<file path="src/rtl/claw_pkg.sv">
// rtl/claw_pkg.sv - shared types and constants for the claw actuator sequencer
package claw_pkg;

    // Sequencer phases; 3-bit encoding keeps the state register narrow.
    typedef enum logic [2:0] {
        ST_IDLE    = 3'd0,
        ST_SETTLE  = 3'd1,
        ST_EXTEND  = 3'd2,
        ST_GRIP    = 3'd3,
        ST_RELEASE = 3'd4,
        ST_RETRACT = 3'd5,
        ST_FINISH  = 3'd6
    } claw_state_t;

    // Which operation the current sequence performs.
    typedef enum logic {
        OP_PICK = 1'b0,
        OP_DROP = 1'b1
    } claw_op_t;

    // Registered drive bundle produced by the sequencer every cycle.
    typedef struct packed {
        logic stop;
        logic extend_claws;
        logic grip_close;
        logic busy;
        logic done;
        logic fault;
    } claw_drive_t;

    // Main navigation FSM code for the box pickup state.
    localparam logic [2:0] MAIN_PICK_BOX = 3'b101;

    // Default dwell lengths in clock cycles.
    localparam int DEF_SETTLE_CYCLES  = 4;
    localparam int DEF_EXTEND_CYCLES  = 16;
    localparam int DEF_GRIP_TIMEOUT   = 32;
    localparam int DEF_RETRACT_CYCLES = 16;
    localparam int DEF_CNT_W          = 8;

    // A phase of n cycles loads the down-counter with n-1.
    function automatic int dwell_load(input int n);
        return n - 1;
    endfunction

endpackage

</file>
<file path="src/rtl/claw_dwell_timer.sv">
// rtl/claw_dwell_timer.sv - loadable down-counter timing each sequencer phase
module claw_dwell_timer #(
    parameter int CNT_W = 8
) (
    input  logic             clk,
    input  logic             reset,
    input  logic             load,
    input  logic [CNT_W-1:0] load_value,
    output logic             zero
);

    logic [CNT_W-1:0] count;

    // Load on phase entry, otherwise count down and park at zero.
    always_ff @(posedge clk) begin
        if (reset) begin
            count <= '0;
        end else if (load) begin
            count <= load_value;
        end else if (count != '0) begin
            count <= count - 1'b1;
        end
    end

    assign zero = (count == '0);

endmodule

</file>
<file path="src/rtl/claw_sequencer.sv">
// rtl/claw_sequencer.sv - timed pick/drop sequencer for the claw actuator
module claw_sequencer
    import claw_pkg::*;
#(
    parameter int SETTLE_CYCLES  = DEF_SETTLE_CYCLES,
    parameter int EXTEND_CYCLES  = DEF_EXTEND_CYCLES,
    parameter int GRIP_TIMEOUT   = DEF_GRIP_TIMEOUT,
    parameter int RETRACT_CYCLES = DEF_RETRACT_CYCLES,
    parameter int CNT_W          = DEF_CNT_W
) (
    input  logic clk,
    input  logic reset,
    input  logic pick_req,
    input  logic drop_req,
    input  logic grip_sensed,
    output logic stop,
    output logic extend_claws,
    output logic grip_close,
    output logic busy,
    output logic done,
    output logic fault,
    output logic holding
);

    localparam logic [CNT_W-1:0] SETTLE_LOAD  = CNT_W'(dwell_load(SETTLE_CYCLES));
    localparam logic [CNT_W-1:0] EXTEND_LOAD  = CNT_W'(dwell_load(EXTEND_CYCLES));
    localparam logic [CNT_W-1:0] GRIP_LOAD    = CNT_W'(dwell_load(GRIP_TIMEOUT));
    localparam logic [CNT_W-1:0] RETRACT_LOAD = CNT_W'(dwell_load(RETRACT_CYCLES));

    claw_state_t      state;
    claw_state_t      state_next;
    claw_op_t         op;
    claw_op_t         op_next;
    logic             fault_flag;
    logic             fault_flag_next;
    logic             holding_next;
    logic             timer_load;
    logic [CNT_W-1:0] timer_value;
    logic             timer_zero;
    claw_drive_t      drive_next;

    claw_dwell_timer #(
        .CNT_W(CNT_W)
    ) u_timer (
        .clk       (clk),
        .reset     (reset),
        .load      (timer_load),
        .load_value(timer_value),
        .zero      (timer_zero)
    );

    // State, operation, fault flag and every output are registered.
    always_ff @(posedge clk) begin
        if (reset) begin
            state        <= ST_IDLE;
            op           <= OP_PICK;
            fault_flag   <= 1'b0;
            holding      <= 1'b0;
            stop         <= 1'b0;
            extend_claws <= 1'b0;
            grip_close   <= 1'b0;
            busy         <= 1'b0;
            done         <= 1'b0;
            fault        <= 1'b0;
        end else begin
            state        <= state_next;
            op           <= op_next;
            fault_flag   <= fault_flag_next;
            holding      <= holding_next;
            stop         <= drive_next.stop;
            extend_claws <= drive_next.extend_claws;
            grip_close   <= drive_next.grip_close;
            busy         <= drive_next.busy;
            done         <= drive_next.done;
            fault        <= drive_next.fault;
        end
    end

    // Next-state logic: a phase exits once its dwell counter reaches zero.
    always_comb begin
        state_next      = state;
        op_next         = op;
        fault_flag_next = fault_flag;
        holding_next    = holding;
        case (state)
            ST_IDLE: begin
                // An invalid request for the current holding state is dropped.
                if (pick_req && !holding) begin
                    state_next = ST_SETTLE;
                    op_next    = OP_PICK;
                end else if (drop_req && holding) begin
                    state_next = ST_SETTLE;
                    op_next    = OP_DROP;
                end
            end
            ST_SETTLE: begin
                if (timer_zero) begin
                    state_next = ST_EXTEND;
                end
            end
            ST_EXTEND: begin
                if (timer_zero) begin
                    if (op == OP_PICK) begin
                        state_next = ST_GRIP;
                    end else begin
                        state_next   = ST_RELEASE;
                        holding_next = 1'b0;
                    end
                end
            end
            ST_GRIP: begin
                // The sensor wins over the timeout if both land on the last cycle.
                if (grip_sensed) begin
                    state_next   = ST_RETRACT;
                    holding_next = 1'b1;
                end else if (timer_zero) begin
                    state_next      = ST_RETRACT;
                    fault_flag_next = 1'b1;
                end
            end
            ST_RELEASE: begin
                if (timer_zero) begin
                    state_next = ST_RETRACT;
                end
            end
            ST_RETRACT: begin
                if (timer_zero) begin
                    state_next = ST_FINISH;
                end
            end
            ST_FINISH: begin
                state_next      = ST_IDLE;
                fault_flag_next = 1'b0;
            end
            default: begin
                state_next      = ST_IDLE;
                fault_flag_next = 1'b0;
            end
        endcase
    end

    // Reload the dwell timer whenever a new phase is entered.
    always_comb begin
        timer_load  = (state_next != state);
        timer_value = '0;
        case (state_next)
            ST_SETTLE:  timer_value = SETTLE_LOAD;
            ST_EXTEND:  timer_value = EXTEND_LOAD;
            ST_GRIP:    timer_value = GRIP_LOAD;
            ST_RELEASE: timer_value = EXTEND_LOAD;
            ST_RETRACT: timer_value = RETRACT_LOAD;
            default:    timer_value = '0;
        endcase
    end

    // Output decode from the upcoming state so registered outputs line up with it.
    always_comb begin
        drive_next              = '0;
        drive_next.grip_close   = holding_next;
        drive_next.busy         = (state_next != ST_IDLE);
        drive_next.stop         = (state_next != ST_IDLE);
        case (state_next)
            ST_EXTEND: begin
                drive_next.extend_claws = 1'b1;
            end
            ST_GRIP: begin
                drive_next.extend_claws = 1'b1;
                drive_next.grip_close   = 1'b1;
            end
            ST_RELEASE: begin
                drive_next.extend_claws = 1'b1;
                drive_next.grip_close   = 1'b0;
            end
            ST_FINISH: begin
                drive_next.done  = !fault_flag_next;
                drive_next.fault = fault_flag_next;
            end
            default: begin
                drive_next.extend_claws = 1'b0;
            end
        endcase
    end

endmodule

</file>
<file path="config.mk">
export PLATFORM = sky130hd
export DESIGN_NAME = claw_sequencer
export DESIGN_NICKNAME = d
export VERILOG_FILES = /design/src/rtl/claw_pkg.sv /design/src/rtl/claw_dwell_timer.sv /design/src/rtl/claw_sequencer.sv
export SDC_FILE = /design/constraint.sdc
export NUM_CORES = 1
export LEC_CHECK = 0
export ABC_CLOCK_PERIOD_IN_PS = 2570
export CAP_MARGIN = 10
export CORE_MARGIN = 4
export CORE_UTILIZATION = 54
export DETAILED_ROUTE_END_ITERATION = 12
export PLACE_DENSITY = 0.77
export SYNTH_ARGS = -nofsm -noshare
export SYNTH_HDL_FRONTEND = slang
export SYNTH_SLANG_ARGS = --single-unit
</file>
<file path="constraint.sdc">
create_clock -name clk -period 2.57 [get_ports clk]
set_input_delay 0.514 -clock clk [delete_from_list [all_inputs] [get_ports clk]]
set_output_delay 0.514 -clock clk [all_outputs]
set_load 0.03 [all_outputs]
</file>
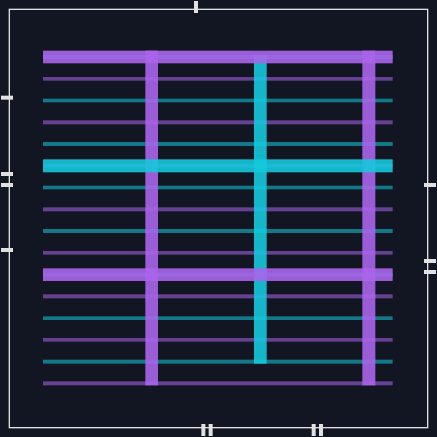
Figure 1: run 1, supply network.
Scale: 8 px per um. Pins as bars on the die edge.
- VSS: purple
- VDD: cyan
- met4 straps: 3
- met5 straps: 3
- rows: 15
Max VDD drop: 0.643 mV
Die H: 52.1 um
Core Region: 0.00178 mm^2
Die W: 52.1 um

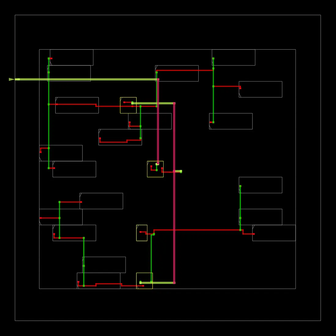
Figure 2: run 1, clock routing.
clk pwr: 0.000156 W
Max Clock Skew: 0.00139 ns

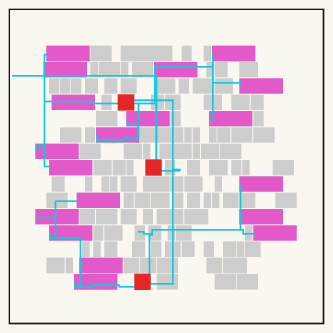
Figure 3: run 1, clock distribution.
Scale: 6 px per um.
- cells driving clock nets: red (count 3)
- clock wires: cyan (length 258 um)
- flip-flops: magenta (count 19)
- routed clock nets: 4
clk_lat worst skew: 0.31 ns
clock share of power: 10.8%

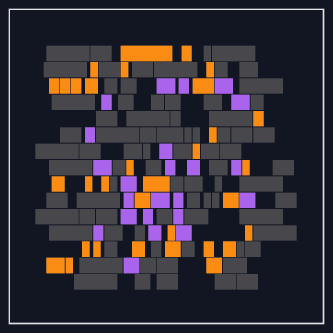
Figure 4: run 1, gate families picked out.
Scale: 6 px per um.
- NOR gates: orange (cells 32)
- inverting AOI/OAI gates: purple (cells 23)
logic share of the area: 52.1%
non-filler cells, final: 159
most frequent logic cell in the layout: dfxtp_1

==> flow_metrics.env, run 1 <==
# flow metrics
export IMPL_outcome="completed"
export IMPL_grt_usage_pct=19.4
export IMPL_finalCritPeriodShare_pct=91.4
export IMPL_netlist_area_mm2=0.00105
export IMPL_yosysUniqueCellTypes=45
export IMPL_drive_gt1_share_pct=12.7
export IMPL_worstPathMaxFanout=7
export IMPL_cts_sinks=19
export IMPL_routed_wl_um=2270
export IMPL_async_flop_share_pct=0
export IMPL_dp_hpwl_um=1650
export IMPL_cts_tree="built"
export IMPL_rsz0062_at_grt="false"
export IMPL_top_cells_by_area="dfxtp_1 36%, nor2_1 5.0%, mux2i_1 4.8%"
export IMPL_htreeDepth=1
export IMPL_fill_cells=149
export IMPL_seq_power_share_pct=31.4
export IMPL_ys_warn_count=0
export IMPL_top_area_cell="dfxtp_1"
export IMPL_fmax_mhz=426
export IMPL_path_class="reg -> reg"
export IMPL_floorplan_nets=128
export IMPL_final_area_mm2=0.00122
export IMPL_flop_cell="dfxtp_1"
export IMPL_leakage_nw=0.474
export IMPL_drtAntennaViolNets=0
export IMPL_tns_ns=0
export IMPL_num_vias=944
export IMPL_placementRows=15
export IMPL_grt_max_degree=15
export IMPL_grt_pass1_vias=852
export IMPL_wire_per_inst_um=14.3
export IMPL_area_growth_pct=15.7
export IMPL_place_congestion=0.839
export IMPL_firstDrtPassIters=4
export IMPL_place_area_mm2=0.00117
export IMPL_p_sw_share_pct=45.0
export IMPL_clock_root_buffer="clkbuf_4"
export IMPL_hp_class="reg -> reg"
export IMPL_max_cap_violations=0
export IMPL_drc=0
export IMPL_drt_first_iter_violations=34
export IMPL_regArea_um2=380
export IMPL_yosys_cells=122
export IMPL_cts_resized=0
export IMPL_antenna_found_initial=0
export IMPL_grt_first_pass_wirelength_um=3830
export IMPL_tool_warnings=26
[run 1: cell type report]
class,count,share of cell area (%)
Sequential cell,19,31.3
Clock buffer,3,1.85
Tap cell,25,2.57
Timing Repair Buffer,14,10.9
Multi-Input combinational cell,94,52.1
Clock inverter,1,0.412
Inverter,3,0.926
[run 1: cells in the final DEF (no fill, tap or decap), drive strengths merged, types with 2 or more instances in the layout]
master         instances
buf                    3
o21ai                  4
nor3                   7
nand2                  6
nor4b                  2
inv                    3
a31oi                  3
a21oi                  7
mux2i                  5
a21o                   2
and2                   3
clkbuf                 3
a22oi                  2
clkdlybuf4s50         11
xor2                   3
o2bb2ai                2
nand3                  2
nor2                  14
nand2b                 5
nor3b                  5
nor2b                  3
dfxtp                 19
[run 1: power groups by stage]
stage | combinational (W) | sequential [W] | clock, W
floorplan | 0.000633 | 0.000448 | 0
global placement | 0.000771 | 0.000457 | 0
detailed placement | 0.000792 | 0.000460 | 0
CTS | 0.000803 | 0.000453 | 0.000161
global route | 0.000925 | 0.000467 | 0.000175
finish | 0.000839 | 0.000455 | 0.000156
[run 1: layer usage]
metal / track usage (%) / wire (um)
met5: 0 / 0
met4: 9.17 / 44
met3: 4.30 / 123
met2: 31.4 / 1100
met1: 24.2 / 1000
[run 1: worst max-delay path, cell delays in order (launching register included)]
cell and delay (ns):
dfxtp_1 0.36, inv_1 0.08, ha_1 0.29, nor4b_4 0.38, and2_2 0.26, o221a_2 0.29
or4b_1 0.47, a21oi_1 0.16
[run 1: registers in the layout (all words and copies together), names as in the netlist]
| register | flops |
|---|---|
| state | 3 |
| fault | 1 |
| extend_claws | 1 |
| u_timer.count | 8 |
| op | 1 |
| busy | 1 |
| done | 1 |
| fault_flag | 1 |
| holding | 1 |
| grip_close | 1 |
[run 1: kinds of logic (layout without fill, tap and decap cells)]
kind of cell    Yosys count  in the layout  synth area share, %
mux                       6              6                 5.83
flops                    19             19                 36.2
simple gates             53             53                 29.8
buf+inv                   9             21                 3.57
xor+xnor                  4              4                 3.33
fa+ha+maj                 1              1                 1.19
compound gates           30             30                 20.1
[run 1: worst paths after layout]
| kind | from | endpoint | slack [ns] | depth (start not counted) |
|---|---|---|---|---|
| min | u_timer.count[4] | u_timer.count[4] | 0.59 | 2 |
| max | u_timer.count[0] | extend_claws | 0.22 | 7 |
| min reg2reg | u_timer.count[4] | u_timer.count[4] | 0.59 | 2 |
| max reg2reg | u_timer.count[0] | extend_claws | 0.22 | 7 |
[run 1: through the flow]
step / total power, W / util (%) / hold slack, ns / instances / setup slack [ns]
after floorplan: 0.00108 / - / 0.502 / 122 / 0.507
after global placement: 0.00123 / 65.8 / 0.532 / 153 / 0.272
after detailed placement: 0.00125 / 65.8 / 0.567 / 153 / 0.162
after CTS: 0.00142 / 67.4 / 0.584 / 157 / 0.108
after global routing: 0.00157 / 68.2 / 0.637 / 159 / 0.0874
final: 0.00145 / 68.2 / 0.590 / 159 / 0.220
Figure 5. Routed metal, one colour a layer (run 1).
Scale: 10 px per um.
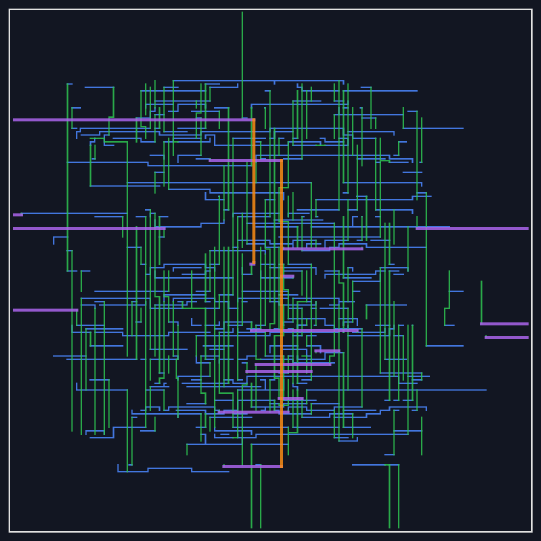

## Run 2: what changed since run 1
- CORE_MARGIN: 4 -> default
- CTS_CLUSTER_SIZE: default -> 20
- SLEW_MARGIN: default -> 40
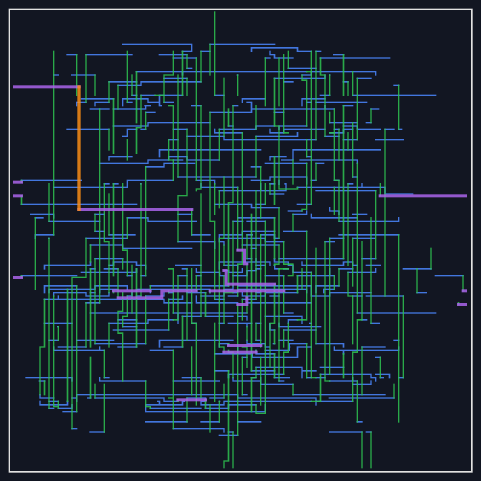
Figure 6: run 2, routed metal, one colour a layer.
Scale: 10 px per um.
- met2: green (wire length 1,150 um)
- met1: blue (wire length 1,030 um)
- met4: orange (wire length 12.2 um)
- met3: purple (wire length 68.2 um)
GRT Overall Usage: 23.8%
routed len/inst: 14.2 um
via count: 951

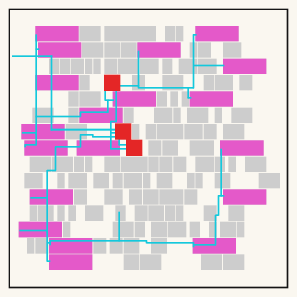
Figure 7: run 2, clock distribution.
Scale: 6 px per um.
- cells driving clock nets: red (count 3)
- clock wires: cyan (length 226 um)
- flip-flops: magenta (count 19)
- routed clock nets: 4
- flops lie: spread over the die
clk_lat worst skew: 0.30 ns
clock share of power: 10.7%
Max Clock Skew: 0.0105 ns
clk pwr: 0.000154 W

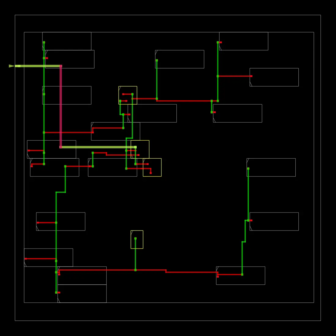
Figure 8: run 2, clock routing.
CTS sink count: 19
Num CTS Buffers: 3
flip-flops: 19
clock buffer count: 3

==> run 2 against run 1 <==
Compared with the run above:
- combinational power decreased by 0.7%
- critical path depth did not move
- worst hold slack got worse by 0.012 ns
- clock skew grew 0.0091 ns
- die size is 22% lower
- worst setup slack lost 0.030 ns
- cell area stayed put
==> flow_metrics.env, run 2 <==
# flow metrics
export IMPL_reg_largest_list="u_timer.count x8, state x3"
export IMPL_die_h_um=46.1
export IMPL_route_met2_wl_um=1150
export IMPL_worstPathMaxFanout=7
export IMPL_path_class="reg -> reg"
export IMPL_setup_slack_ns=0.190
export IMPL_irDropWorstVdd_mv=0.595
export IMPL_tool_warnings=26
export IMPL_top_area_cell="dfxtp_1"
export IMPL_drtAntennaViolNets=0
export IMPL_grt_max_degree=15
export IMPL_final_area_mm2=0.00122
export IMPL_drc=0
export IMPL_wl_met3_um=68
export IMPL_ys_warn_count=0
export IMPL_grt_pass1_vias=812
export IMPL_hp_class="reg -> reg"
export IMPL_leakage_nw=0.474
export IMPL_place_congestion=0.862
export IMPL_antenna_found_initial=0
export IMPL_whs_ns=0.578
export IMPL_r2r_slack_ns=0.19
export IMPL_cts_tree="built"
export IMPL_floorplan_nets=128
export IMPL_drt_first_iter_violations=22
export IMPL_startpoint="u_timer.count[0]"
export IMPL_dp_worst_setup_slack_ns=0.207
export IMPL_max_cap_violations=0
export IMPL_die_w_um=46.1
export IMPL_wl_met1_um=1030
export IMPL_lay_top_cells="19 x dfxtp_1, 14 x nor2_1, 11 x clkdlybuf4s50_1"
export IMPL_clock_root_buffer="clkbuf_4"
export IMPL_outcome="completed"
export IMPL_largest_register_ff_count=8
export IMPL_async_flop_share_pct=0
export IMPL_finalCritPeriodShare_pct=92.6
export IMPL_area_growth_pct=15.7
export IMPL_tns_ns=0
export IMPL_fmax_mhz=420
export IMPL_routed_wl_um=2250
export IMPL_netlist_area_mm2=0.00105
[run 2: cell counts after synthesis]
No cell type changed its count.
[run 2: cell type report]
| class | instances | area, um^2 |
|---|---|---|
| Multi-Input combinational cell | 94 | 633 |
| Fill cell | 153 | 567 |
| Sequential cell | 19 | 380 |
| Timing Repair Buffer | 14 | 133 |
| Tap cell | 25 | 31.3 |
| Clock buffer | 3 | 22.5 |
| Inverter | 3 | 11.3 |
| Clock inverter | 1 | 5.00 |
[run 2: worst min-delay path by stage]
stage | slack [ns] | startpoint | endpoint | depth (start not counted)
floorplan | 0.50 | fault_flag | fault_flag | 2
global placement | 0.53 | fault_flag | fault_flag | 2
detailed placement | 0.57 | u_timer.count[4] | u_timer.count[4] | 2
CTS | 0.58 | u_timer.count[4] | u_timer.count[4] | 2
global route | 0.62 | u_timer.count[4] | u_timer.count[4] | 2
finish | 0.58 | u_timer.count[4] | u_timer.count[4] | 2
[run 2: routing by layer]
layer	global-route usage, %	vias to the layer above
li1	-	462
met1	32.0	461
met2	40.8	26
met3	2.35	2
met4	5.29	0
met5	0	-
[run 2: cell families after synthesis]
kind of cell | Yosys count | share of synthesized area, %
flops | 19 | 36.2
fa+ha+maj | 1 | 1.19
mux | 6 | 5.83
compound gates | 30 | 20.1
simple gates | 53 | 29.8
buf+inv | 9 | 3.57
xor+xnor | 4 | 3.33
[run 2: stage by stage]
stage	cells	total power, W
after floorplan	122	0.00108
after CTS	157	0.00140
after detailed placement	153	0.00125
after global routing	159	0.00155
final	159	0.00144
after global placement	153	0.00123
[run 2: critical path, stage by stage (launching register included)]
cell and delay [ns]:
dfxtp_1 0.36, inv_1 0.09, ha_1 0.29, nor4b_4 0.42, a21oi_1 0.19, o31a_1 0.35, or4b_1 0.48, a21oi_1 0.14
[run 2: timing repair]
item                                    in CTS  in global routing
endpoints found under the setup margin       0                  2
endpoints found under the hold margin        0                  0
buffers inserted                             0                  2
[run 2: report_power, final]
part	switching (W)	internal [W]	leakage [nW]
Clock	0.0000959	0.0000578	0.0177
Sequential	0.0000902	0.000365	0.155
Combinational	0.000460	0.000374	0.302
Total	0.000646	0.000797	0.474
## Run 3: what changed since run 2
- HOLD_SLACK_MARGIN: default -> 0.03
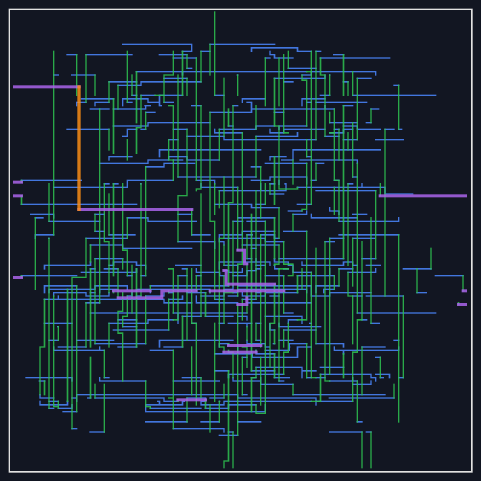
Figure 9: run 3, routed metal, one colour a layer.
Scale: 10 px per um.
- met1: blue (wire length 1,030 um)
- met3: purple (wire length 68.2 um)
- met4: orange (wire length 12.2 um)
- met2: green (wire length 1,150 um)
Post-Route WL: 2250 um

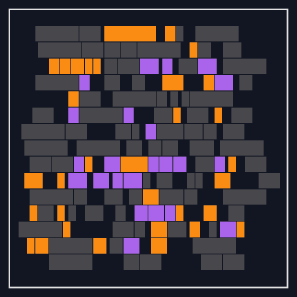
Figure 10: run 3, gate families picked out.
Scale: 6 px per um.
- NOR gates: orange (cells 32; where spread over the die)
- inverting AOI/OAI gates: purple (cells 23)

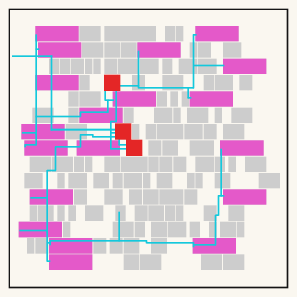
Figure 11: run 3, clock distribution.
Scale: 6 px per um.
- cells driving clock nets: red (count 3)
- flip-flops: magenta (count 19)
- clock wires: cyan (length 226 um)
- routed clock nets: 4
- flops lie: spread over the die

==> run 3 against run 2 <==
Compared with the run above:
- combinational power about the same
- core utilization unchanged
- worst hold slack unchanged
- non-clock buffer count unchanged
- worst setup slack unchanged
- global-route usage unchanged
- sequential power about the same
- sequential share of layout area unchanged
- synthesized cell count unchanged
- cell count unchanged
- critical path depth unchanged
==> flow_metrics.env, run 3 <==
# flow metrics
export IMPL_outcome="completed"
export IMPL_place_congestion=0.862
export IMPL_rsz0062_at_grt="false"
export IMPL_dp_hpwl_um=1630
export IMPL_cts_buffers=3
export IMPL_instances_no_fill=159
export IMPL_grt_usage_pct=23.8
export IMPL_drc=0
export IMPL_antenna_found_initial=0
export IMPL_grt_first_pass_wirelength_um=3650
export IMPL_busiest_layer="met2"
export IMPL_finalClockSkew_ns=0.0105
export IMPL_path_cells="inv_1 -> ha_1 -> nor4b_4 -> a21oi_1 -> o31a_1 -> or4b_1 -> a21oi_1"
export IMPL_finalCritPeriodShare_pct=92.6
export IMPL_worstPathMaxFanout=7
export IMPL_placementRows=15
export IMPL_ys_warn_count=0
export IMPL_drive_gt1_share_pct=12.7
export IMPL_post_route_util_pct=68.2
export IMPL_die_w_um=46.1
export IMPL_clkPwrFrac_pct=10.7
export IMPL_die_h_um=46.1
export IMPL_combPwrFrac_pct=57.8
export IMPL_critical_path_max_stage_delay_ns=0.48
export IMPL_drt_first_iter_violations=22
export IMPL_p_sw_share_pct=44.8
export IMPL_drtAntennaViolNets=0
export IMPL_top_cells_by_area="dfxtp_1 36%, nor2_1 5.0%, mux2i_1 4.8%"
export IMPL_cts_sinks=19
export IMPL_clock_latency_ns=0.30
export IMPL_lay_top_cells="19 x dfxtp_1, 14 x nor2_1, 11 x clkdlybuf4s50_1"
export IMPL_cts_resized=0
export IMPL_grt_max_degree=15
export IMPL_fmax_mhz=420
export IMPL_met2_usage_pct=40.8
export IMPL_num_vias=951
==> run 3: power by group through the flow <==
stage | combinational [W] | clock (W) | sequential (W)
3_5_place_dp | 0.000787 | 0 | 0.000459
4_1_cts | 0.000792 | 0.000159 | 0.000453
5_1_grt | 0.000917 | 0.000167 | 0.000468
3_3_place_gp | 0.000771 | 0 | 0.000458
2_1_floorplan | 0.000633 | 0 | 0.000448
6_report | 0.000833 | 0.000154 | 0.000456
==> run 3: area by class of cell <==
class	count	area, um^2	area share [%]
Tap cell	25	31.3	2.57
Timing Repair Buffer	14	133	10.9
Clock buffer	3	22.5	1.85
Sequential cell	19	380	31.3
Inverter	3	11.3	0.926
Clock inverter	1	5.00	0.412
Multi-Input combinational cell	94	633	52.1
==> run 3: final timing paths <==
path                            to  cells after the start        startpoint
hold reg to reg   u_timer.count[4]                      2  u_timer.count[4]
setup reg to reg      extend_claws                      7  u_timer.count[0]
hold / removal    u_timer.count[4]                      2  u_timer.count[4]
setup / recovery      extend_claws                      7  u_timer.count[0]
==> run 3: cells by family after synthesis <==
logic type      synth area share (%)
buf+inv                         3.57
compound gates                  20.1
simple gates                    29.8
mux                             5.83
fa+ha+maj                       1.19
xor+xnor                        3.33
flops                           36.2
==> run 3: metrics by stage <==
step | hold slack [ns] | power, W | cell area, um^2 | worst slack (ns)
after floorplan | 0.502 | 0.00108 | 1050 | 0.507
final | 0.578 | 0.00144 | 1220 | 0.190
after global placement | 0.531 | 0.00123 | 1170 | 0.270
after CTS | 0.584 | 0.00140 | 1200 | 0.170
after detailed placement | 0.567 | 0.00125 | 1170 | 0.207
after global routing | 0.622 | 0.00155 | 1220 | 0.0524
==> run 3: routing by layer <==
layer / share of wire [%] / vias to the layer above / routed length [um]
met4: 0.53 / 0 / 12
met1: 45 / 461 / 1030
met3: 3.0 / 2 / 68
met5: 0 / - / 0
li1: - / 462 / -
met2: 51 / 26 / 1150
==> run 3: critical path, delay by kind of cell (launching register included) <==
kind	cells	cell delay, ns
simple gates	2	0.90
compound gates	3	0.68
flops	1	0.36
fa+ha+maj	1	0.29
buf+inv	1	0.09
Power and IR drop assume default switching activity.
